[config.mk]
export PLATFORM = sky130hd
export DESIGN_NAME = axi_lite_avalon_bridge_flat
export DESIGN_NICKNAME = d
export VERILOG_FILES = /design/src/rtl/axi_lite_avalon_bridge_if.sv /design/src/rtl/axi_lite_avalon_bridge.sv /design/src/flat_wrapper.sv
export SDC_FILE = /design/constraint.sdc
export NUM_CORES = 1
export LEC_CHECK = 0
export ABC_CLOCK_PERIOD_IN_PS = 6500
export CAP_MARGIN = 20
export CORE_ASPECT_RATIO = 2
export CORE_MARGIN = 2
export CORE_UTILIZATION = 52
export DETAILED_ROUTE_END_ITERATION = 6
export PLACE_DENSITY_LB_ADDON = 0.1
export SYNTH_ARGS = -nofsm -noshare
export SYNTH_HDL_FRONTEND = slang
export SYNTH_SLANG_ARGS = --single-unit
export TNS_END_PERCENT = 20
[constraint.sdc]
create_clock -name ACLK -period 6.5 [get_ports ACLK]
set_clock_uncertainty 0.05 [all_clocks]
set_input_delay 0.65 -clock ACLK [delete_from_list [all_inputs] [get_ports ACLK]]
set_output_delay 0.65 -clock ACLK [all_outputs]
set_load 0.01 [all_outputs]
[src/rtl/axi_lite_avalon_bridge_if.sv]
// AXI4-Lite slave channels plus the Avalon-MM master command port of the bridge.
// "slave" is the bridge's view; "master" is the view of whatever drives the AXI side and answers Avalon.
interface axi_lite_avalon_bridge_if #(
    parameter int ADDR_WIDTH     = 32,
    parameter int DATA_WIDTH     = 32,
    parameter int AVS_ADDR_WIDTH = 32
);
    logic [ADDR_WIDTH-1:0]     S_AXI_AWADDR;
    logic [2:0]                S_AXI_AWPROT;
    logic                      S_AXI_AWVALID;
    logic                      S_AXI_AWREADY;
    logic [DATA_WIDTH-1:0]     S_AXI_WDATA;
    logic [DATA_WIDTH/8-1:0]   S_AXI_WSTRB;
    logic                      S_AXI_WVALID;
    logic                      S_AXI_WREADY;
    logic [1:0]                S_AXI_BRESP;
    logic                      S_AXI_BVALID;
    logic                      S_AXI_BREADY;
    logic [ADDR_WIDTH-1:0]     S_AXI_ARADDR;
    logic [2:0]                S_AXI_ARPROT;
    logic                      S_AXI_ARVALID;
    logic                      S_AXI_ARREADY;
    logic [DATA_WIDTH-1:0]     S_AXI_RDATA;
    logic [1:0]                S_AXI_RRESP;
    logic                      S_AXI_RVALID;
    logic                      S_AXI_RREADY;
    logic [AVS_ADDR_WIDTH-1:0] oAvsAddress;
    logic [DATA_WIDTH/8-1:0]   oAvsByteenable;
    logic                      oAvsRead;
    logic                      oAvsWrite;
    logic [DATA_WIDTH-1:0]     oAvsWritedata;
    logic [DATA_WIDTH-1:0]     iAvsReaddata;
    logic                      iAvsWaitrequest;

    // Every channel uses valid/ready: a transfer happens on the rising edge where
    // both are 1; a raised VALID (and its payload) stays put until that edge.
    modport slave (
        input  S_AXI_AWADDR, S_AXI_AWPROT, S_AXI_AWVALID,
        output S_AXI_AWREADY,
        input  S_AXI_WDATA, S_AXI_WSTRB, S_AXI_WVALID,
        output S_AXI_WREADY,
        output S_AXI_BRESP, S_AXI_BVALID,
        input  S_AXI_BREADY,
        input  S_AXI_ARADDR, S_AXI_ARPROT, S_AXI_ARVALID,
        output S_AXI_ARREADY,
        output S_AXI_RDATA, S_AXI_RRESP, S_AXI_RVALID,
        input  S_AXI_RREADY,
        output oAvsAddress, oAvsByteenable, oAvsRead, oAvsWrite, oAvsWritedata,
        input  iAvsReaddata, iAvsWaitrequest
    );

    modport master (
        output S_AXI_AWADDR, S_AXI_AWPROT, S_AXI_AWVALID,
        input  S_AXI_AWREADY,
        output S_AXI_WDATA, S_AXI_WSTRB, S_AXI_WVALID,
        input  S_AXI_WREADY,
        input  S_AXI_BRESP, S_AXI_BVALID,
        output S_AXI_BREADY,
        output S_AXI_ARADDR, S_AXI_ARPROT, S_AXI_ARVALID,
        input  S_AXI_ARREADY,
        input  S_AXI_RDATA, S_AXI_RRESP, S_AXI_RVALID,
        output S_AXI_RREADY,
        input  oAvsAddress, oAvsByteenable, oAvsRead, oAvsWrite, oAvsWritedata,
        output iAvsReaddata, iAvsWaitrequest
    );
endinterface

[src/rtl/axi_lite_avalon_bridge.sv]
// AXI4-Lite slave to Avalon-MM master bridge: one Avalon transfer per AXI transaction,
// window decode with DECERR, waitrequest handling with SLVERR timeout, fair read/write grant.
module axi_lite_avalon_bridge #(
    parameter int                            C_S_AXI_ADDR_WIDTH = 32,
    parameter int                            C_S_AXI_DATA_WIDTH = 32,
    parameter int                            C_AVS_ADDR_WIDTH   = 32,
    parameter logic [C_S_AXI_ADDR_WIDTH-1:0] C_BASEADDR         = 32'h0000_0000,
    parameter logic [C_S_AXI_ADDR_WIDTH-1:0] C_HIGHADDR         = 32'h0000_FFFF,
    parameter int unsigned                   C_WAIT_TIMEOUT     = 255
) (
    input  logic                          ACLK,
    input  logic                          ARESETN,
    axi_lite_avalon_bridge_if.slave       bus,
    output logic [2:0]                    dbg_state
);
    localparam int AW       = C_S_AXI_ADDR_WIDTH;
    localparam int DW       = C_S_AXI_DATA_WIDTH;
    localparam int VW       = C_AVS_ADDR_WIDTH;
    localparam int SW       = DW / 8;
    localparam int ADDR_LSB = $clog2(SW);
    localparam logic [VW-1:0] LSB_MASK   = VW'((1 << ADDR_LSB) - 1);
    localparam bit            TIMEOUT_EN = (C_WAIT_TIMEOUT != 0);
    localparam logic [31:0]   WAIT_LAST  = 32'(C_WAIT_TIMEOUT - 1);

    localparam logic [1:0] RESP_OKAY   = 2'b00;
    localparam logic [1:0] RESP_SLVERR = 2'b10;
    localparam logic [1:0] RESP_DECERR = 2'b11;

    localparam logic [2:0] S_IDLE    = 3'd0;
    localparam logic [2:0] S_WR_CAPT = 3'd1;
    localparam logic [2:0] S_WR_AVS  = 3'd2;
    localparam logic [2:0] S_WR_RESP = 3'd3;
    localparam logic [2:0] S_RD_AVS  = 3'd4;
    localparam logic [2:0] S_RD_RESP = 3'd5;

    logic [2:0]    state_q;
    logic          rdy_en_q;
    logic          last_wr_q;
    logic          aw_full_q, w_full_q;
    logic [AW-1:0] aw_addr_q;
    logic [DW-1:0] w_data_q;
    logic [SW-1:0] w_strb_q;
    logic [VW-1:0] avs_addr_q;
    logic [SW-1:0] avs_be_q;
    logic [DW-1:0] avs_wdata_q;
    logic [1:0]    bresp_q, rresp_q;
    logic [DW-1:0] rdata_q;
    logic [31:0]   wait_cnt_q;

    logic          wr_open, ar_ok, rd_grant;
    logic          awready, wready, aw_hs, w_hs, wr_both;
    logic [AW-1:0] wr_addr, wr_off, rd_off;
    logic [DW-1:0] wr_data;
    logic [SW-1:0] wr_strb;
    logic          wr_below, rd_below, wr_in_win, rd_in_win;
    logic [VW-1:0] wr_avs_addr, rd_avs_addr;
    logic          wait_expire;

    // rdy_en_q keeps every READY low while reset is held and for the release cycle.
    assign wr_open  = rdy_en_q && (state_q == S_IDLE || state_q == S_WR_CAPT);
    assign ar_ok    = rdy_en_q && (state_q == S_IDLE) && !aw_full_q && !w_full_q &&
                      (!bus.S_AXI_AWVALID || last_wr_q);
    assign rd_grant = ar_ok && bus.S_AXI_ARVALID;
    assign awready  = wr_open && !aw_full_q && !rd_grant;
    assign wready   = wr_open && !w_full_q && !rd_grant;
    assign aw_hs    = bus.S_AXI_AWVALID && awready;
    assign w_hs     = bus.S_AXI_WVALID && wready;
    assign wr_both  = (aw_full_q || aw_hs) && (w_full_q || w_hs);

    assign wr_addr = aw_full_q ? aw_addr_q : bus.S_AXI_AWADDR;
    assign wr_data = w_full_q ? w_data_q : bus.S_AXI_WDATA;
    assign wr_strb = w_full_q ? w_strb_q : bus.S_AXI_WSTRB;

    // The subtraction borrow doubles as the lower-bound test, so a zero base is not a constant compare.
    assign {wr_below, wr_off} = {1'b0, wr_addr} - {1'b0, C_BASEADDR};
    assign {rd_below, rd_off} = {1'b0, bus.S_AXI_ARADDR} - {1'b0, C_BASEADDR};
    assign wr_in_win   = !wr_below && !(C_HIGHADDR < wr_addr);
    assign rd_in_win   = !rd_below && !(C_HIGHADDR < bus.S_AXI_ARADDR);
    assign wr_avs_addr = wr_off[VW-1:0] & ~LSB_MASK;
    assign rd_avs_addr = rd_off[VW-1:0] & ~LSB_MASK;

    assign wait_expire = TIMEOUT_EN && bus.iAvsWaitrequest && (wait_cnt_q == WAIT_LAST);

    assign bus.S_AXI_AWREADY  = awready;
    assign bus.S_AXI_WREADY   = wready;
    assign bus.S_AXI_ARREADY  = ar_ok;
    assign bus.S_AXI_BVALID   = (state_q == S_WR_RESP);
    assign bus.S_AXI_BRESP    = bresp_q;
    assign bus.S_AXI_RVALID   = (state_q == S_RD_RESP);
    assign bus.S_AXI_RRESP    = rresp_q;
    assign bus.S_AXI_RDATA    = rdata_q;
    assign bus.oAvsWrite      = (state_q == S_WR_AVS);
    assign bus.oAvsRead       = (state_q == S_RD_AVS);
    assign bus.oAvsAddress    = avs_addr_q;
    assign bus.oAvsByteenable = avs_be_q;
    assign bus.oAvsWritedata  = avs_wdata_q;
    assign dbg_state          = state_q;

    always_ff @(posedge ACLK or negedge ARESETN) begin
        if (!ARESETN) begin
            state_q     <= S_IDLE;
            rdy_en_q    <= 1'b0;
            last_wr_q   <= 1'b0;
            aw_full_q   <= 1'b0;
            w_full_q    <= 1'b0;
            aw_addr_q   <= '0;
            w_data_q    <= '0;
            w_strb_q    <= '0;
            avs_addr_q  <= '0;
            avs_be_q    <= '0;
            avs_wdata_q <= '0;
            bresp_q     <= RESP_OKAY;
            rresp_q     <= RESP_OKAY;
            rdata_q     <= '0;
            wait_cnt_q  <= '0;
        end else begin
            rdy_en_q <= 1'b1;
            case (state_q)
                S_IDLE, S_WR_CAPT: begin
                    if (rd_grant) begin
                        last_wr_q <= 1'b0;
                        if (rd_in_win) begin
                            state_q    <= S_RD_AVS;
                            avs_addr_q <= rd_avs_addr;
                            avs_be_q   <= '1;
                            wait_cnt_q <= '0;
                        end else begin
                            state_q <= S_RD_RESP;
                            rresp_q <= RESP_DECERR;
                            rdata_q <= '0;
                        end
                    end else begin
                        if (aw_hs || w_hs) last_wr_q <= 1'b1;
                        if (wr_both) begin
                            aw_full_q <= 1'b0;
                            w_full_q  <= 1'b0;
                            if (wr_in_win) begin
                                state_q     <= S_WR_AVS;
                                avs_addr_q  <= wr_avs_addr;
                                avs_be_q    <= wr_strb;
                                avs_wdata_q <= wr_data;
                                wait_cnt_q  <= '0;
                            end else begin
                                state_q <= S_WR_RESP;
                                bresp_q <= RESP_DECERR;
                            end
                        end else begin
                            if (aw_hs) begin
                                aw_full_q <= 1'b1;
                                aw_addr_q <= bus.S_AXI_AWADDR;
                            end
                            if (w_hs) begin
                                w_full_q <= 1'b1;
                                w_data_q <= bus.S_AXI_WDATA;
                                w_strb_q <= bus.S_AXI_WSTRB;
                            end
                            if (aw_hs || w_hs) state_q <= S_WR_CAPT;
                        end
                    end
                end
                S_WR_AVS: begin
                    if (!bus.iAvsWaitrequest) begin
                        state_q <= S_WR_RESP;
                        bresp_q <= RESP_OKAY;
                    end else if (wait_expire) begin
                        state_q <= S_WR_RESP;
                        bresp_q <= RESP_SLVERR;
                    end else begin
                        wait_cnt_q <= wait_cnt_q + 32'd1;
                    end
                end
                S_RD_AVS: begin
                    if (!bus.iAvsWaitrequest) begin
                        state_q <= S_RD_RESP;
                        rresp_q <= RESP_OKAY;
                        rdata_q <= bus.iAvsReaddata;
                    end else if (wait_expire) begin
                        state_q <= S_RD_RESP;
                        rresp_q <= RESP_SLVERR;
                        rdata_q <= '0;
                    end else begin
                        wait_cnt_q <= wait_cnt_q + 32'd1;
                    end
                end
                S_WR_RESP: if (bus.S_AXI_BREADY) state_q <= S_IDLE;
                S_RD_RESP: if (bus.S_AXI_RREADY) state_q <= S_IDLE;
                default:   state_q <= S_IDLE;
            endcase
        end
    end
endmodule

[src/flat_wrapper.sv]
// flat-port wrapper written by rule: the top's interface ports become plain ports
module axi_lite_avalon_bridge_flat 
#(
    parameter int                            C_S_AXI_ADDR_WIDTH = 32,
    parameter int                            C_S_AXI_DATA_WIDTH = 32,
    parameter int                            C_AVS_ADDR_WIDTH   = 32,
    parameter logic [C_S_AXI_ADDR_WIDTH-1:0] C_BASEADDR         = 32'h0000_0000,
    parameter logic [C_S_AXI_ADDR_WIDTH-1:0] C_HIGHADDR         = 32'h0000_FFFF,
    parameter int unsigned                   C_WAIT_TIMEOUT     = 255
)
  (ACLK, ARESETN, dbg_state, bus_S_AXI_AWADDR, bus_S_AXI_AWPROT, bus_S_AXI_AWVALID, bus_S_AXI_AWREADY, bus_S_AXI_WDATA, bus_S_AXI_WSTRB, bus_S_AXI_WVALID, bus_S_AXI_WREADY, bus_S_AXI_BRESP, bus_S_AXI_BVALID, bus_S_AXI_BREADY, bus_S_AXI_ARADDR, bus_S_AXI_ARPROT, bus_S_AXI_ARVALID, bus_S_AXI_ARREADY, bus_S_AXI_RDATA, bus_S_AXI_RRESP, bus_S_AXI_RVALID, bus_S_AXI_RREADY, bus_oAvsAddress, bus_oAvsByteenable, bus_oAvsRead, bus_oAvsWrite, bus_oAvsWritedata, bus_iAvsReaddata, bus_iAvsWaitrequest);
  axi_lite_avalon_bridge_if #(.ADDR_WIDTH(32), .DATA_WIDTH(32), .AVS_ADDR_WIDTH(32)) bus_i ();
  input  logic ACLK;
  input  logic ARESETN;
  output logic [2:0] dbg_state;
  input wire logic [$bits(bus_i.S_AXI_AWADDR)-1:0] bus_S_AXI_AWADDR;
  input wire logic [$bits(bus_i.S_AXI_AWPROT)-1:0] bus_S_AXI_AWPROT;
  input wire logic [$bits(bus_i.S_AXI_AWVALID)-1:0] bus_S_AXI_AWVALID;
  output wire logic [$bits(bus_i.S_AXI_AWREADY)-1:0] bus_S_AXI_AWREADY;
  input wire logic [$bits(bus_i.S_AXI_WDATA)-1:0] bus_S_AXI_WDATA;
  input wire logic [$bits(bus_i.S_AXI_WSTRB)-1:0] bus_S_AXI_WSTRB;
  input wire logic [$bits(bus_i.S_AXI_WVALID)-1:0] bus_S_AXI_WVALID;
  output wire logic [$bits(bus_i.S_AXI_WREADY)-1:0] bus_S_AXI_WREADY;
  output wire logic [$bits(bus_i.S_AXI_BRESP)-1:0] bus_S_AXI_BRESP;
  output wire logic [$bits(bus_i.S_AXI_BVALID)-1:0] bus_S_AXI_BVALID;
  input wire logic [$bits(bus_i.S_AXI_BREADY)-1:0] bus_S_AXI_BREADY;
  input wire logic [$bits(bus_i.S_AXI_ARADDR)-1:0] bus_S_AXI_ARADDR;
  input wire logic [$bits(bus_i.S_AXI_ARPROT)-1:0] bus_S_AXI_ARPROT;
  input wire logic [$bits(bus_i.S_AXI_ARVALID)-1:0] bus_S_AXI_ARVALID;
  output wire logic [$bits(bus_i.S_AXI_ARREADY)-1:0] bus_S_AXI_ARREADY;
  output wire logic [$bits(bus_i.S_AXI_RDATA)-1:0] bus_S_AXI_RDATA;
  output wire logic [$bits(bus_i.S_AXI_RRESP)-1:0] bus_S_AXI_RRESP;
  output wire logic [$bits(bus_i.S_AXI_RVALID)-1:0] bus_S_AXI_RVALID;
  input wire logic [$bits(bus_i.S_AXI_RREADY)-1:0] bus_S_AXI_RREADY;
  output wire logic [$bits(bus_i.oAvsAddress)-1:0] bus_oAvsAddress;
  output wire logic [$bits(bus_i.oAvsByteenable)-1:0] bus_oAvsByteenable;
  output wire logic [$bits(bus_i.oAvsRead)-1:0] bus_oAvsRead;
  output wire logic [$bits(bus_i.oAvsWrite)-1:0] bus_oAvsWrite;
  output wire logic [$bits(bus_i.oAvsWritedata)-1:0] bus_oAvsWritedata;
  input wire logic [$bits(bus_i.iAvsReaddata)-1:0] bus_iAvsReaddata;
  input wire logic [$bits(bus_i.iAvsWaitrequest)-1:0] bus_iAvsWaitrequest;
  assign bus_i.S_AXI_AWADDR = bus_S_AXI_AWADDR;
  assign bus_i.S_AXI_AWPROT = bus_S_AXI_AWPROT;
  assign bus_i.S_AXI_AWVALID = bus_S_AXI_AWVALID;
  assign bus_S_AXI_AWREADY = bus_i.S_AXI_AWREADY;
  assign bus_i.S_AXI_WDATA = bus_S_AXI_WDATA;
  assign bus_i.S_AXI_WSTRB = bus_S_AXI_WSTRB;
  assign bus_i.S_AXI_WVALID = bus_S_AXI_WVALID;
  assign bus_S_AXI_WREADY = bus_i.S_AXI_WREADY;
  assign bus_S_AXI_BRESP = bus_i.S_AXI_BRESP;
  assign bus_S_AXI_BVALID = bus_i.S_AXI_BVALID;
  assign bus_i.S_AXI_BREADY = bus_S_AXI_BREADY;
  assign bus_i.S_AXI_ARADDR = bus_S_AXI_ARADDR;
  assign bus_i.S_AXI_ARPROT = bus_S_AXI_ARPROT;
  assign bus_i.S_AXI_ARVALID = bus_S_AXI_ARVALID;
  assign bus_S_AXI_ARREADY = bus_i.S_AXI_ARREADY;
  assign bus_S_AXI_RDATA = bus_i.S_AXI_RDATA;
  assign bus_S_AXI_RRESP = bus_i.S_AXI_RRESP;
  assign bus_S_AXI_RVALID = bus_i.S_AXI_RVALID;
  assign bus_i.S_AXI_RREADY = bus_S_AXI_RREADY;
  assign bus_oAvsAddress = bus_i.oAvsAddress;
  assign bus_oAvsByteenable = bus_i.oAvsByteenable;
  assign bus_oAvsRead = bus_i.oAvsRead;
  assign bus_oAvsWrite = bus_i.oAvsWrite;
  assign bus_oAvsWritedata = bus_i.oAvsWritedata;
  assign bus_i.iAvsReaddata = bus_iAvsReaddata;
  assign bus_i.iAvsWaitrequest = bus_iAvsWaitrequest;
  axi_lite_avalon_bridge #(.C_S_AXI_ADDR_WIDTH(C_S_AXI_ADDR_WIDTH), .C_S_AXI_DATA_WIDTH(C_S_AXI_DATA_WIDTH), .C_AVS_ADDR_WIDTH(C_AVS_ADDR_WIDTH), .C_BASEADDR(C_BASEADDR), .C_HIGHADDR(C_HIGHADDR), .C_WAIT_TIMEOUT(C_WAIT_TIMEOUT)) u_core (.ACLK(ACLK), .ARESETN(ARESETN), .bus(bus_i), .dbg_state(dbg_state));
endmodule
run_1/metal_stack.png
Scale bar: 20 um. Only two layers are drawn.
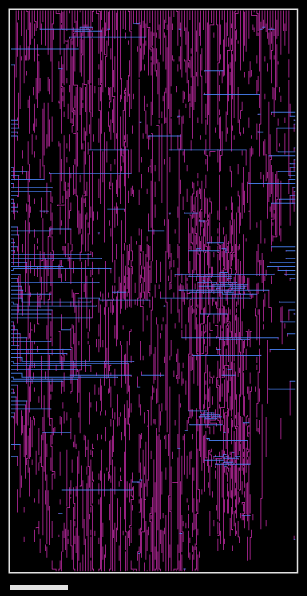
- met2: magenta (wire length 12500 um)
- met3: blue (wire length 1560 um)

run_1/clock_map.png
Scale bar: 20 um.
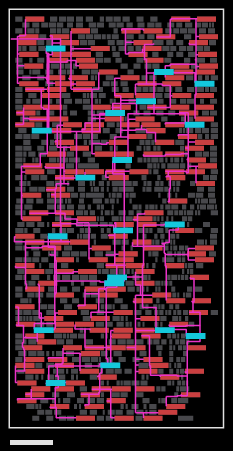
- flip-flops: red (count 207)
- cells driving clock nets: cyan (count 19)
- clock wires: magenta (length 2560 um)
- flops lie: all over the die

==> summary.txt, run 1 <==
Results of an implementation run.

The maximum resistive drop on vdd is 0.282 mV. Sequential cells placed in the final layout were counted as 207. The critical path data arrival time is 3170 ps. CTS built an H-tree with a depth of 1.

The compound-cell area share of the yosys netlist is 12.9%. The worst setup path is of the flip-flop to primary output kind. The share of total power dissipated in sequential elements is 41.3%. The fraction of synthesis flops using an asynchronous set or reset pin is 100%. In the final routed layout, each cell accounts on average for 18.7 um. The number of gates resized after CTS is 0. With fillers left out, the area of the finished cells amounts to 12600 sq um. The sequential group power is 1.92 mW. In the post-route report, total wirelength is listed as 23700 um. Per the layout area report, the register area comes to 5180 sq um. The floorplan has 69 rows. The initial antenna violation count is 0. Setup slack on the critical path of the routed design comes to 2630 ps. Looking at the post-CTS report, the setup buffer insertion count equals 0.

0 antenna diodes ended up in the layout. The final timing report lists a hold violation count of 0. The area growth from synthesis to layout is 35.0%.

Counting the fill cells in the layout gives 1304. Measured along the x axis, the die boundary spans 98.6 um. 543 cells are multi-input combinational gates. The clock latency at the later pin of the worst-skew pair is 480 ps. The script extracted a total leakage power of 5.40 nW. Of all the cell area in the finished design, non-clock buffers hold 20.7%. The peak per-stage delay on the critical path is 650 ps. The portion of the layout cell area used by clock cells is 4.77%. The final setup TNS is 0 ps.

The internal portion of the total power is 3.22 mW. Summed over its instances, the top area cell type makes up 55.6% of the synthesized netlist area. The area inside the core boundary is 17700 sq um. Per the post-run analysis, buffers plus inverters along the critical path come to 3. The number of primary I/O pins is 260.

The minimum clock period after layout is 3870 ps. The final number of setup-violating endpoints is 0. After synthesis, the most frequently instantiated cells are 207 x dfrtp_1, 79 x nand2_1, 70 x mux2_2.

Looking at the group totals, the largest power group turns out to be registers. The cell count after synthesis is 815. The library cell used as clock root buffer is clkbuf_16. The total of plain and repair buffers excluding clock buffers is 258.

The fraction of the mapped netlist area in simple logic gates is 12.0%. The run finished with clean final reports. The clock buffer instance count of the final layout is 31. The max-slew violation count is 0.

The kind of end point of the critical path is a primary output. The kind of start point of the critical path is a flip-flop. The endpoint identified for the worst register-to-register timing path is u_core.bus.oAvsAddress[3]. Setup repair after global routing left no endpoint under its margin. The tally of non-filler cells in the final layout is 1266. The count of non-CTS inverters in the layout is 12. Measured on the finished design, the core utilization comes to 71.1%.

The cell area after technology mapping is 9320 sq um. The number of max-cap violations is 0. Yosys instantiated no cell more often than dfrtp_1. The synthesized design spends more area on one cell type than any other, namely dfrtp_1. The clock network power is 1.09 mW. The chip area in the Yosys report is 9320 sq um. The worst reg-to-reg setup slack is 2920 ps. The overall via count from detail_route is 7205. The main area contributors are dfrtp_1 56%, mux2_2 8.5%, mux2i_1 5.8%. The XOR/XNOR share of the synthesized area is 0%.

The first global-routing pass estimated 39200 um of wire. The first detailed-routing pass ran for 5 iterations. The starting utilization of the core area is 52.6%. The launch point of the critical path was reported as u_core.aw_full_q. The worst-case headroom to the max-slew limit is 28.8%.
run_1/registers.png
Scale bar: 20 um.
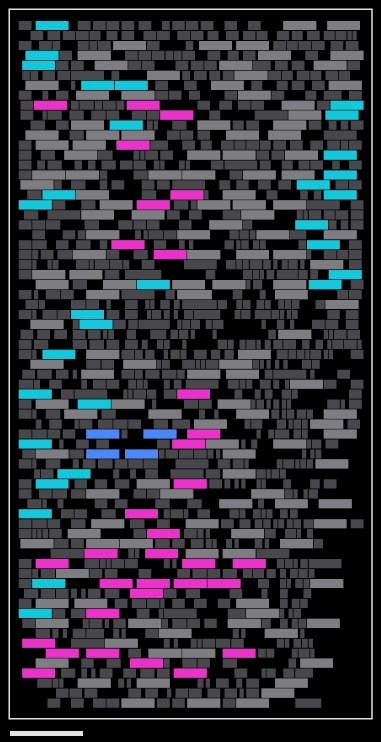
- u_core.w_data_q: magenta (flops 32)
- u_core.bus.oAvsByteenable: blue (flops 4)
- u_core.bus.oAvsAddress: cyan (flops 30)
- not colored: 141

run_1/cell_classes.png
Fill, decap, tap and diode cells in gray.
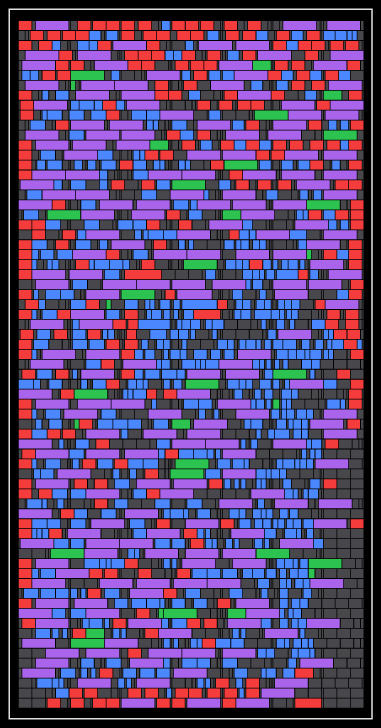
- all other logic: blue (cells 555; share of their area 32%)
- other buffers and delay cells: red (cells 258; share of their area 21%)
- clock drivers and dummy loads: green (cells 33; share of their area 4.9%)
- flip-flops: purple (cells 207; share of their area 42%)

==> run 1: placed cells by master (no fill, tap or decap), types with 17 or more instances in the layout <==
cell type        count
nor2_1              28
nor4_1              20
clkbuf_16           19
mux2_2              70
o31ai_1             20
a22o_1              33
mux2i_1             54
o21ai_0             69
clkdlybuf4s50_1    246
dfrtp_1            206
nor2b_1             17
nand3_1             20
nand2_1             78
==> run 1: routing by layer <==
metal  wire length, um  share of wire [%]  track usage [%]  vias to the layer above
met2             12500                 53             44.5                      251
met3              1560                6.6             5.67                       50
met4               776                3.3             8.78                        0
li1                  -                  -                -                     3406
met1              8860                 37             29.8                     3498
met5                 0                  0                0                        -
run_1/final_clocks.png
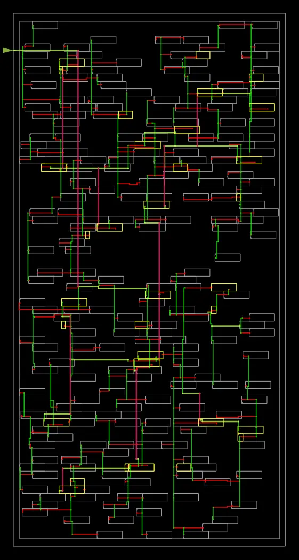

==> run 2: changes to the inputs <==
--- a/config.mk
+++ b/config.mk
@@ -5,11 +5,11 @@
 export SDC_FILE = /design/constraint.sdc
 export NUM_CORES = 1
 export LEC_CHECK = 0
-export ABC_CLOCK_PERIOD_IN_PS = 6500
+export ABC_CLOCK_PERIOD_IN_PS = 3700
 export CAP_MARGIN = 20
 export CORE_ASPECT_RATIO = 2
 export CORE_MARGIN = 2
-export CORE_UTILIZATION = 52
+export CORE_UTILIZATION = 48
 export DETAILED_ROUTE_END_ITERATION = 6
 export PLACE_DENSITY_LB_ADDON = 0.1
 export SYNTH_ARGS = -nofsm -noshare
==> constraint.sdc (replaced) <==
create_clock -name ACLK -period 3.7 [get_ports ACLK]
set_clock_uncertainty 0.05 [all_clocks]
set_input_delay 0.37 -clock ACLK [delete_from_list [all_inputs] [get_ports ACLK]]
set_output_delay 0.37 -clock ACLK [all_outputs]
set_load 0.01 [all_outputs]
run_2/final_clocks.png
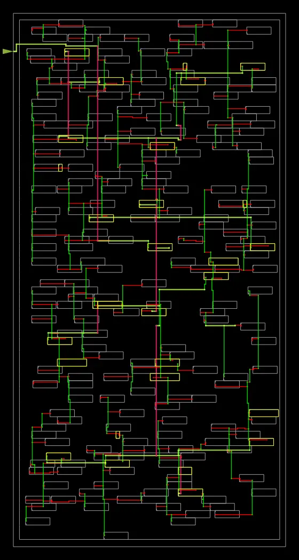
clock buffer count from CTS: 19
FFs & Latches: 207
clk pwr: 2.06 mW
insertion delay of the later-clocked pin in the worst-skew pair: 490 ps

==> run 2 against run 1 <==
Worst hold slack better by 420 ps. Final cell count rose by 4.1%. Synthesized cell count did not move. Clock-buffer cell count fell by 7. Non-clock buffer count is 9 higher. Design area is 1.2% higher. Sequential cell count is the same. Setup slack got worse by 2200 ps. Area after synthesis stayed put. Combinational power grew about 80%. Critical path depth stayed put. Critical path type unchanged. Largest cell class unchanged.
==> summary.txt, run 2 <==
Results of an implementation run.

The power consumption came to 8.34 mW (was 4.65 mW). The cell taking the most area after synthesis is dfrtp_1 (unchanged). The final number of setup-violating endpoints is 0 (unchanged). The number of gates resized after CTS is 0 (unchanged). Cell types occupying the most area after synthesis: dfrtp_1 56%, mux2_2 8.5%, mux2i_1 5.8% (unchanged). The initial antenna violation count is 1 (was 0). The sequential group power is 3.33 mW (was 1.92 mW). The timing startpoint of the critical path is u_core.dbg_state[2] (was u_core.aw_full_q).

The width of the chip is 103 um (was 98.6 um). The path type of the worst setup path is flip-flop to primary output (unchanged). The internal power summed over all cells is 5.83 mW (was 3.22 mW). The maximum resistive drop on vdd is 0.519 mV (was 0.282 mV). The peak per-stage delay on the critical path was 680 ps (was 650 ps). The number of max-cap violations is 0 (unchanged). The floorplan row count is 72 (was 69).

Run status: finished clean (unchanged). The max-slew violation count came to 0 (unchanged). The storage element area was 5180 sq um (unchanged).

The most common library cell in the layout ignoring fill and taps is clkdlybuf4s50_1 (unchanged). The core utilization of the finished layout is 66.3% (was 71.1%). The chip area in the Yosys report came to 9320 sq um (unchanged). The leading power group is registers (unchanged). The cell count after synthesis is 815 (unchanged). The number of primary I/O pins is 260 (unchanged). The final setup TNS is 0 ps (unchanged). The area inside the core boundary came to 19200 sq um (was 17700 sq um).

RSZ-0062 raised after global routing: no (unchanged). The reg-to-reg endpoint is u_core.wait_cnt_q[1] (was u_core.bus.oAvsAddress[3]). The tally of filler cells in the layout came to 1500 (was 1304). The worst-case headroom to the max-slew limit is 40.2% (was 28.8%). The average wire per cell in the routed design was 18.6 um (was 18.7 um). The most frequent cell after synthesis is dfrtp_1 (unchanged).

The critical path data arrival time is 2860 ps (was 3170 ps). The worst reg-to-reg setup slack came to 620 ps (was 2920 ps). Commonest cells in the netlist: 207 x dfrtp_1, 79 x nand2_1, 70 x mux2_2 (unchanged). The CTS H-tree depth was 1 (unchanged). The tally of non-filler cells in the final layout is 1318 (was 1266). The total detailed-routing wirelength was 24500 um (was 23700 um). The smallest clock period supported by the final layout is computed as 3280 ps.

The worst-case setup margin in the final layout is 422 ps (was 2630 ps). The kind of start point of the critical path is a flip-flop (unchanged). The library cell used as clock root buffer is clkbuf_16 (unchanged). The sequential group share of total power is 40.0% (was 41.3%). The fraction of synthesis flops using an asynchronous set or reset pin is 100% (unchanged).

The cell area power density is 655 nW/um^2 (was 370 nW/um^2). The overall via count from detail_route is 7338 (was 7205). The starting utilization of the core area was 48.5% (was 52.6%).

Most frequent cells in the layout: 246 x clkdlybuf4s50_1, 206 x dfrtp_1, 78 x nand2_1, 70 x mux2_2, 69 x o21ai_0 (unchanged). The first-pass GRT wire length was 38900 um (was 39200 um). The area of all placed cells without fillers is 12700 sq um (was 12600 sq um).

The kind of end point of the critical path was a primary output (unchanged). The cell area after technology mapping is 9320 sq um (unchanged). The area fraction of the dominant cell type after synthesis was 55.6% (unchanged).
run_2/clock_map.png
Scale bar: 20 um.
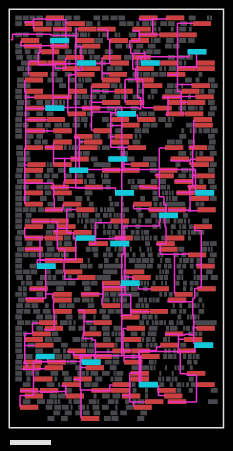
- flip-flops: red (count 207)
- clock wires: magenta (length 2570 um)
- cells driving clock nets: cyan (count 19)
- flops lie: all over the die
- routed clock nets: 20

run 2: layout make-up:
type / count / area share (%)
clock inverter: 5 / 0.983
inverter: 12 / 0.354
clock buffer: 24 / 3.96
sequential: 207 / 40.7
multi-input combinational: 543 / 30.5
tap: 259 / 2.55
timing repair buffer: 267 / 21.0
antenna: 1 / 0.0197
run 2: layer usage:
metal / vias up / GRT usage [%] / wire length (um)
met5: - / 0 / 0
met4: 0 / 9.33 / 933
met3: 54 / 4.70 / 1480
met2: 256 / 42.4 / 13100
met1: 3607 / 27.9 / 8910
li1: 3421 / - / -
run 2: cell families after synthesis:
family | synth area share, %
AND-OR/OR-AND | 12.9
adder cells (fa/ha/maj) | 0.376
buffers and inverters | 3.08
flip-flops | 55.6
multiplexers | 16.0
other | 0.0806
AND/OR/NAND/NOR | 12.0
Power figures rest on the tool's default switching activity, not on a simulated workload.
